The metal 4 layer:
Scale bar: 50 µm. Supply wires on this layer in grey.
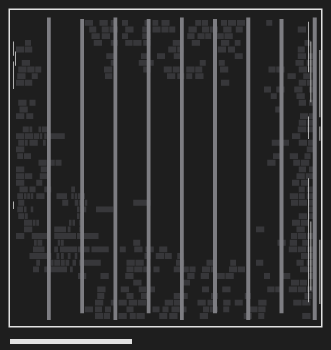
Clock routing:
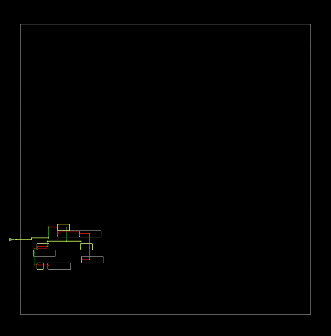
Met2 routing:
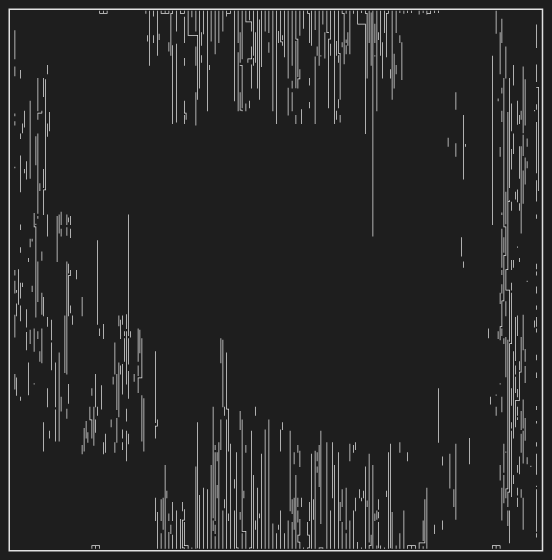
File: src/rtl/wb_arb_pkg.sv
// Shared types for the two-master Wishbone arbiter.
package wb_arb_pkg;

  typedef enum logic [1:0] {
    IDLE = 2'd0,
    GNT0 = 2'd1,
    GNT1 = 2'd2
  } arb_state_t;

endpackage

File: src/rtl/wb_if.sv
// Wishbone B4 pipelined bus bundle; master drives the request, slave the response.
interface wb_if #(
  parameter int ADR_W  = 32,
  parameter int DATA_W = 32
);

  logic                cyc;
  logic                stb;
  logic                we;
  logic [ADR_W-1:0]    adr;
  logic [DATA_W/8-1:0] sel;
  logic [DATA_W-1:0]   dat_o;
  logic [DATA_W-1:0]   dat_i;
  logic                ack;
  logic                err;
  logic                stall;

  modport master (
    output cyc, stb, we, adr, sel, dat_o,
    input  dat_i, ack, err, stall
  );

  modport slave (
    input  cyc, stb, we, adr, sel, dat_o,
    output dat_i, ack, err, stall
  );

endinterface

File: src/rtl/wb_arbiter2.sv
// Round-robin arbiter of two Wishbone masters onto one slave, holding ownership
// for a whole cyc burst and throttling once MAX_OUTSTANDING requests are unanswered.
module wb_arbiter2
  import wb_arb_pkg::*;
#(
  parameter int MAX_OUTSTANDING = 2
) (
  input  logic clk,
  input  logic rst_n,
  wb_if.slave  m0,
  wb_if.slave  m1,
  wb_if.master s
);

  localparam int CW = $clog2(MAX_OUTSTANDING + 1);
  localparam logic [CW-1:0] CNT_MAX = CW'(MAX_OUTSTANDING);

  arb_state_t    state;
  arb_state_t    state_nxt;
  logic          last;
  logic [CW-1:0] cnt;

  logic gnt0;
  logic gnt1;
  logic full;
  logic rls;
  logic accept;
  logic dec;

  assign gnt0   = (state == GNT0);
  assign gnt1   = (state == GNT1);
  assign full   = (cnt == CNT_MAX);
  assign rls    = (gnt0 & ~m0.cyc) | (gnt1 & ~m1.cyc);
  assign accept = s.stb & ~s.stall;
  // A response with nothing outstanding is forwarded but must not underflow.
  assign dec    = (s.ack | s.err) & (cnt != '0);

  always_comb begin
    state_nxt = state;
    unique case (state)
      IDLE: begin
        if (m0.cyc && m1.cyc) state_nxt = last ? GNT0 : GNT1;
        else if (m0.cyc)      state_nxt = GNT0;
        else if (m1.cyc)      state_nxt = GNT1;
      end
      GNT0:    if (!m0.cyc) state_nxt = IDLE;
      GNT1:    if (!m1.cyc) state_nxt = IDLE;
      default: state_nxt = IDLE;
    endcase
  end

  always_ff @(posedge clk or negedge rst_n) begin
    if (!rst_n) begin
      state <= IDLE;
      last  <= 1'b1;
    end else begin
      state <= state_nxt;
      if (state == IDLE && state_nxt == GNT0) last <= 1'b0;
      if (state == IDLE && state_nxt == GNT1) last <= 1'b1;
    end
  end

  always_ff @(posedge clk or negedge rst_n) begin
    if (!rst_n) begin
      cnt <= '0;
    end else if (rls) begin
      cnt <= '0;
    end else begin
      unique case ({accept, dec})
        2'b10:   cnt <= cnt + CW'(1);
        2'b01:   cnt <= cnt - CW'(1);
        default: cnt <= cnt;
      endcase
    end
  end

  // Request path: granted master straight through, stb held off while full.
  always_comb begin
    s.cyc   = 1'b0;
    s.stb   = 1'b0;
    s.we    = 1'b0;
    s.adr   = '0;
    s.sel   = '0;
    s.dat_o = '0;
    if (gnt0) begin
      s.cyc   = m0.cyc;
      s.stb   = m0.stb & ~full;
      s.we    = m0.we;
      s.adr   = m0.adr;
      s.sel   = m0.sel;
      s.dat_o = m0.dat_o;
    end else if (gnt1) begin
      s.cyc   = m1.cyc;
      s.stb   = m1.stb & ~full;
      s.we    = m1.we;
      s.adr   = m1.adr;
      s.sel   = m1.sel;
      s.dat_o = m1.dat_o;
    end
  end

  assign m0.dat_i = s.dat_i;
  assign m0.ack   = gnt0 & s.ack;
  assign m0.err   = gnt0 & s.err;
  assign m0.stall = gnt0 ? (s.stall | full) : 1'b1;

  assign m1.dat_i = s.dat_i;
  assign m1.ack   = gnt1 & s.ack;
  assign m1.err   = gnt1 & s.err;
  assign m1.stall = gnt1 ? (s.stall | full) : 1'b1;

endmodule
File: src/flat_wrapper.sv
// flat-port wrapper written by rule: the top's interface ports become plain ports
module wb_arbiter2_flat import wb_arb_pkg::*;
#(
  parameter int MAX_OUTSTANDING = 2
)
  (clk, rst_n, m0_cyc, m0_stb, m0_we, m0_adr, m0_sel, m0_dat_o, m0_dat_i, m0_ack, m0_err, m0_stall, m1_cyc, m1_stb, m1_we, m1_adr, m1_sel, m1_dat_o, m1_dat_i, m1_ack, m1_err, m1_stall, s_cyc, s_stb, s_we, s_adr, s_sel, s_dat_o, s_dat_i, s_ack, s_err, s_stall);
  wb_if m0_i ();
  wb_if m1_i ();
  wb_if s_i ();
  input  logic clk;
  input  logic rst_n;
  input wire logic [$bits(m0_i.cyc)-1:0] m0_cyc;
  input wire logic [$bits(m0_i.stb)-1:0] m0_stb;
  input wire logic [$bits(m0_i.we)-1:0] m0_we;
  input wire logic [$bits(m0_i.adr)-1:0] m0_adr;
  input wire logic [$bits(m0_i.sel)-1:0] m0_sel;
  input wire logic [$bits(m0_i.dat_o)-1:0] m0_dat_o;
  output wire logic [$bits(m0_i.dat_i)-1:0] m0_dat_i;
  output wire logic [$bits(m0_i.ack)-1:0] m0_ack;
  output wire logic [$bits(m0_i.err)-1:0] m0_err;
  output wire logic [$bits(m0_i.stall)-1:0] m0_stall;
  input wire logic [$bits(m1_i.cyc)-1:0] m1_cyc;
  input wire logic [$bits(m1_i.stb)-1:0] m1_stb;
  input wire logic [$bits(m1_i.we)-1:0] m1_we;
  input wire logic [$bits(m1_i.adr)-1:0] m1_adr;
  input wire logic [$bits(m1_i.sel)-1:0] m1_sel;
  input wire logic [$bits(m1_i.dat_o)-1:0] m1_dat_o;
  output wire logic [$bits(m1_i.dat_i)-1:0] m1_dat_i;
  output wire logic [$bits(m1_i.ack)-1:0] m1_ack;
  output wire logic [$bits(m1_i.err)-1:0] m1_err;
  output wire logic [$bits(m1_i.stall)-1:0] m1_stall;
  output wire logic [$bits(s_i.cyc)-1:0] s_cyc;
  output wire logic [$bits(s_i.stb)-1:0] s_stb;
  output wire logic [$bits(s_i.we)-1:0] s_we;
  output wire logic [$bits(s_i.adr)-1:0] s_adr;
  output wire logic [$bits(s_i.sel)-1:0] s_sel;
  output wire logic [$bits(s_i.dat_o)-1:0] s_dat_o;
  input wire logic [$bits(s_i.dat_i)-1:0] s_dat_i;
  input wire logic [$bits(s_i.ack)-1:0] s_ack;
  input wire logic [$bits(s_i.err)-1:0] s_err;
  input wire logic [$bits(s_i.stall)-1:0] s_stall;
  assign m0_i.cyc = m0_cyc;
  assign m0_i.stb = m0_stb;
  assign m0_i.we = m0_we;
  assign m0_i.adr = m0_adr;
  assign m0_i.sel = m0_sel;
  assign m0_i.dat_o = m0_dat_o;
  assign m0_dat_i = m0_i.dat_i;
  assign m0_ack = m0_i.ack;
  assign m0_err = m0_i.err;
  assign m0_stall = m0_i.stall;
  assign m1_i.cyc = m1_cyc;
  assign m1_i.stb = m1_stb;
  assign m1_i.we = m1_we;
  assign m1_i.adr = m1_adr;
  assign m1_i.sel = m1_sel;
  assign m1_i.dat_o = m1_dat_o;
  assign m1_dat_i = m1_i.dat_i;
  assign m1_ack = m1_i.ack;
  assign m1_err = m1_i.err;
  assign m1_stall = m1_i.stall;
  assign s_cyc = s_i.cyc;
  assign s_stb = s_i.stb;
  assign s_we = s_i.we;
  assign s_adr = s_i.adr;
  assign s_sel = s_i.sel;
  assign s_dat_o = s_i.dat_o;
  assign s_i.dat_i = s_dat_i;
  assign s_i.ack = s_ack;
  assign s_i.err = s_err;
  assign s_i.stall = s_stall;
  wb_arbiter2 #(.MAX_OUTSTANDING(MAX_OUTSTANDING)) u_core (.clk(clk), .rst_n(rst_n), .m0(m0_i), .m1(m1_i), .s(s_i));
endmodule
File: config.mk
export PLATFORM = sky130hd
export DESIGN_NAME = wb_arbiter2_flat
export DESIGN_NICKNAME = d
export VERILOG_FILES = /design/src/rtl/wb_arb_pkg.sv /design/src/rtl/wb_if.sv /design/src/rtl/wb_arbiter2.sv /design/src/flat_wrapper.sv
export SDC_FILE = /design/constraint.sdc
export NUM_CORES = 1
export LEC_CHECK = 0
export ABC_AREA = 1
export CORE_AREA = 2 2 125 127
export CTS_BUF_LIST = sky130_fd_sc_hd__clkbuf_4 sky130_fd_sc_hd__clkbuf_8
export CTS_CLUSTER_SIZE = 24
export DETAILED_ROUTE_END_ITERATION = 8
export DIE_AREA = 0 0 127 129
export PLACE_DENSITY_LB_ADDON = 0.15
export SYNTH_ARGS = -nofsm -noshare
export SYNTH_HDL_FRONTEND = slang
export SYNTH_SLANG_ARGS = --single-unit
File: constraint.sdc
create_clock -name clk -period 3.55 [get_ports clk]
set_clock_uncertainty 0.15 [all_clocks]
set_input_delay 0.8875 -clock clk [delete_from_list [all_inputs] [get_ports clk]]
set_output_delay 0.8875 -clock clk [all_outputs]
set_load 0.05 [all_outputs]
==> flow_metrics.py <==
# Flow results
metrics = {
    "clocking": {
        "h-tree-depth": 1,
        "post_cts_resized": 0,
        "clk-insertion-delay-late_ns": 0.22,
        "post_cts_hold_buffer_count": 0,
        "tritoncts.num_buffers": 3,
        "number_of_buffers_inserted_to_repair_setup_after_cts": 0,
        "cts.reportedPaths.clkPinSlew_ns": 0.03,
        "cts_tree": "built",
    },
    "synthesis": {
        "synth-adder-area-share": 0.007734,
        "synth_async_sr_flop_share": 1.000,
        "synth.top_cells.by_area": "sky130_fd_sc_hd__a22o_1, sky130_fd_sc_hd__buf_4, sky130_fd_sc_hd__dfrtp_1",
        "yosys_area_um2": 1618,
        "post_synth_ao_oa_area_fraction": 0.4014,
        "yosysUniqueCellTypes": 19,
        "netlist_logic_family_top": "buffers and inverters",
        "ys_cells": 206,
        "postSynthCellCount": 206,
        "syn_nets": 386,
        "yosys.area_share.simple": 0.09977,
        "syn_area_um2": 1618,
        "ys_top_cells_by_count": "sky130_fd_sc_hd__buf_4, sky130_fd_sc_hd__a22o_1, sky130_fd_sc_hd__nand2_1",
        "synth-seq-area-share": 0.07811,
        "edff_count_synth": 0,
        "multiplexer_area_fraction_after_synthesis": 0,
        "ys_sh_xor": 0,
    },
    "pwr": {
        "seqPwrFrac": 0.048,
        "comb_power_share": 0.906,
        "power_switching_uw": 1481,
        "power_frac_clock": 0.047,
        "vdd.ir_drop.worst_mv": 0.2797,
        "power_leakage_uw": 0.001507,
        "power.density_nw_per_um2": 709.7,
    },
    "route": {
        "route.detailed.vias_per_inst": 3.776,
        "drt.antenna.violating_nets": 0,
        "drt_wl_total_um": 7584,
        "via_count": 2058,
        "wl_per_cell_um": 13.92,
    },
    "placement": {
        "place_hpwl_um": 6285,
        "pre_cts_ws_ns": 0.5906,
        "place.gp.congestion": 0.7252,
    },
    "job": {
        "tool_warnings": 26,
    },
    "worst_hold_path": {
        "hp-start": "u_core.last",
        "hold_path_end": "u_core.last",
        "hp-class": "reg -> reg",
    },
    "sta": {
        "clock.fmax_ghz": 0.3367,
        "rsz0062_at_grt": "no",
        "tns_ns": 0,
        "period_needed_ns": 2.970,
        "period_used_share": 0.8366,
        "maxSlewHeadroom": 0.6822,
        "postLayoutSetupSlackWorst_ns": 0.5799,
        "tightestPinTransition_ns": 0.4768,
        "timing.final.setup_violations": 0,
        "finalMaxSlewViolations": 0,
    },
    "global_routing": {
        "antenna_found_initial": 0,
        "via_count_of_the_first_global_routing_pass": 2040,
        "grt_start_max_net_pins": 45,
        "gr-total-overflow": 0,
        "grt_pass1_wl_um": 10780,
    },
    "die": {
        "die-height_um": 129,
        "placeableCoreArea_um2": 14980,
        "floorplan.io_pins": 320,
        "floorplan.rows": 45,
        "chipWidth_um": 127,
    },
    "setup_path": {
        "path_delay_family": "buffers and inverters",
        "worstPathBufferInverterCount": 3,
        "critPathArrivalTime_ns": 1.93,
        "critical_path.cell_chain": "clkdlybuf4s50_1 -> inv_1 -> o22ai_1 -> buf_12",
        "max_stage_delay_ns": 0.51,
        "startpoint_type": "input pin",
        "rr_startpoint": "u_core.state[0]",
        "critical_path_peak_fanout": 3,
        "path_class": "in -> out",
        "crit_required_ns": 2.51,
    },
    "finish": {
        "lay_top_cells": "sky130_fd_sc_hd__clkdlybuf4s50_1, sky130_fd_sc_hd__buf_4, sky130_fd_sc_hd__a22o_1",
        "logic_area_um2": 823.3,
        "post_route_cells_drive_above_1_share": 0.2521,
        "area_growth_syn_to_layout_pct": 110.4,
        "fill_cells": 1642,
        "nNetsFinal": 538,
        "mostFrequentLayoutCell": "sky130_fd_sc_hd__clkdlybuf4s50_1",
    },
    "run_status": {
        "status": "complete, no violations",
    },
}
## Picture notes: 'the metal 4 layer'
share of all routed wire: 2.8%
main direction: vertical

## Picture notes: 'clock routing'
flop count: 5
number of sinks handled by clock tree synthesis: 5

## Picture notes: 'met2 routing'
nets with wire on the layer: 453
main direction: vertical

## power by group through the flow
stage | combinational [µW] | sequential [µW] | clock (µW)
4_1_cts | 2210 | 116 | 115
2_1_floorplan | 1730 | 111 | 0
3_3_place_gp | 2210 | 116 | 0
5_1_grt | 2300 | 120 | 120
3_5_place_dp | 2210 | 116 | 0
6_report | 2190 | 115 | 113
## worst min-delay path, stage by stage (launching register included)
cell	delay, ns
sky130_fd_sc_hd__dfstp_2	0.36
sky130_fd_sc_hd__o31ai_1	0.05
sky130_fd_sc_hd__nand2_1	0.05
## stage by stage
| stage | cell area (µm²) | utilization | cells | total power (µW) |
|---|---|---|---|---|
| 6_report | 3403 | 0.2272 | 545 | 2415 |
| 5_1_grt | 3403 | 0.2272 | 545 | 2544 |
| 4_1_cts | 3403 | 0.2272 | 545 | 2445 |
| 3_5_place_dp | 3354 | 0.2240 | 541 | 2326 |
| 3_3_place_gp | 3354 | 0.2240 | 541 | 2327 |
| 2_1_floorplan | 1618 | - | 206 | 1836 |
## per-layer routing
metal,share of wire,GRT usage,vias up
met5,0,0,-
met4,0.028,0.02521,0
met3,0.089,0.01663,27
met2,0.50,0.1490,132
met1,0.38,0.09268,918
li1,-,-,981
## cell families after synthesis
| family | count (synthesis) |
|---|---|
| AOI/OAI and AO/OA | 76 |
| and+or+nand+nor | 32 |
| adders and majority gates | 1 |
| DFF | 5 |
| buffers and inverters | 92 |
## final cells by class
cell class | instances | area share
Timing Repair Buffer | 225 | 0.6221
Sequential cell | 5 | 0.03713
Multi-Input combinational cell | 109 | 0.2419
Inverter | 14 | 0.01544
Tap cell | 188 | 0.06912
Clock buffer | 4 | 0.01434
## worst max path at each step
| stage | end | depth (start not counted) | startpoint | slack, ns |
|---|---|---|---|---|
| 2_1_floorplan | s_cyc | 2 | m1_cyc | 0.80 |
| 3_3_place_gp | s_cyc | 4 | m0_cyc | 0.58 |
| 3_5_place_dp | s_cyc | 4 | m0_cyc | 0.59 |
| 4_1_cts | s_we | 5 | u_core.state[0] | 0.54 |
| 5_1_grt | s_we | 5 | u_core.state[0] | 0.45 |
| 6_report | s_cyc | 4 | m0_cyc | 0.58 |
## flip-flops by register name, summed over array words and instances, names as in the netlist
| signal | count |
|---|---|
| u_core.cnt | 2 |
| u_core.last | 1 |
| u_core.state | 2 |
No activity file was given, so power comes from the tool's default toggle rates.
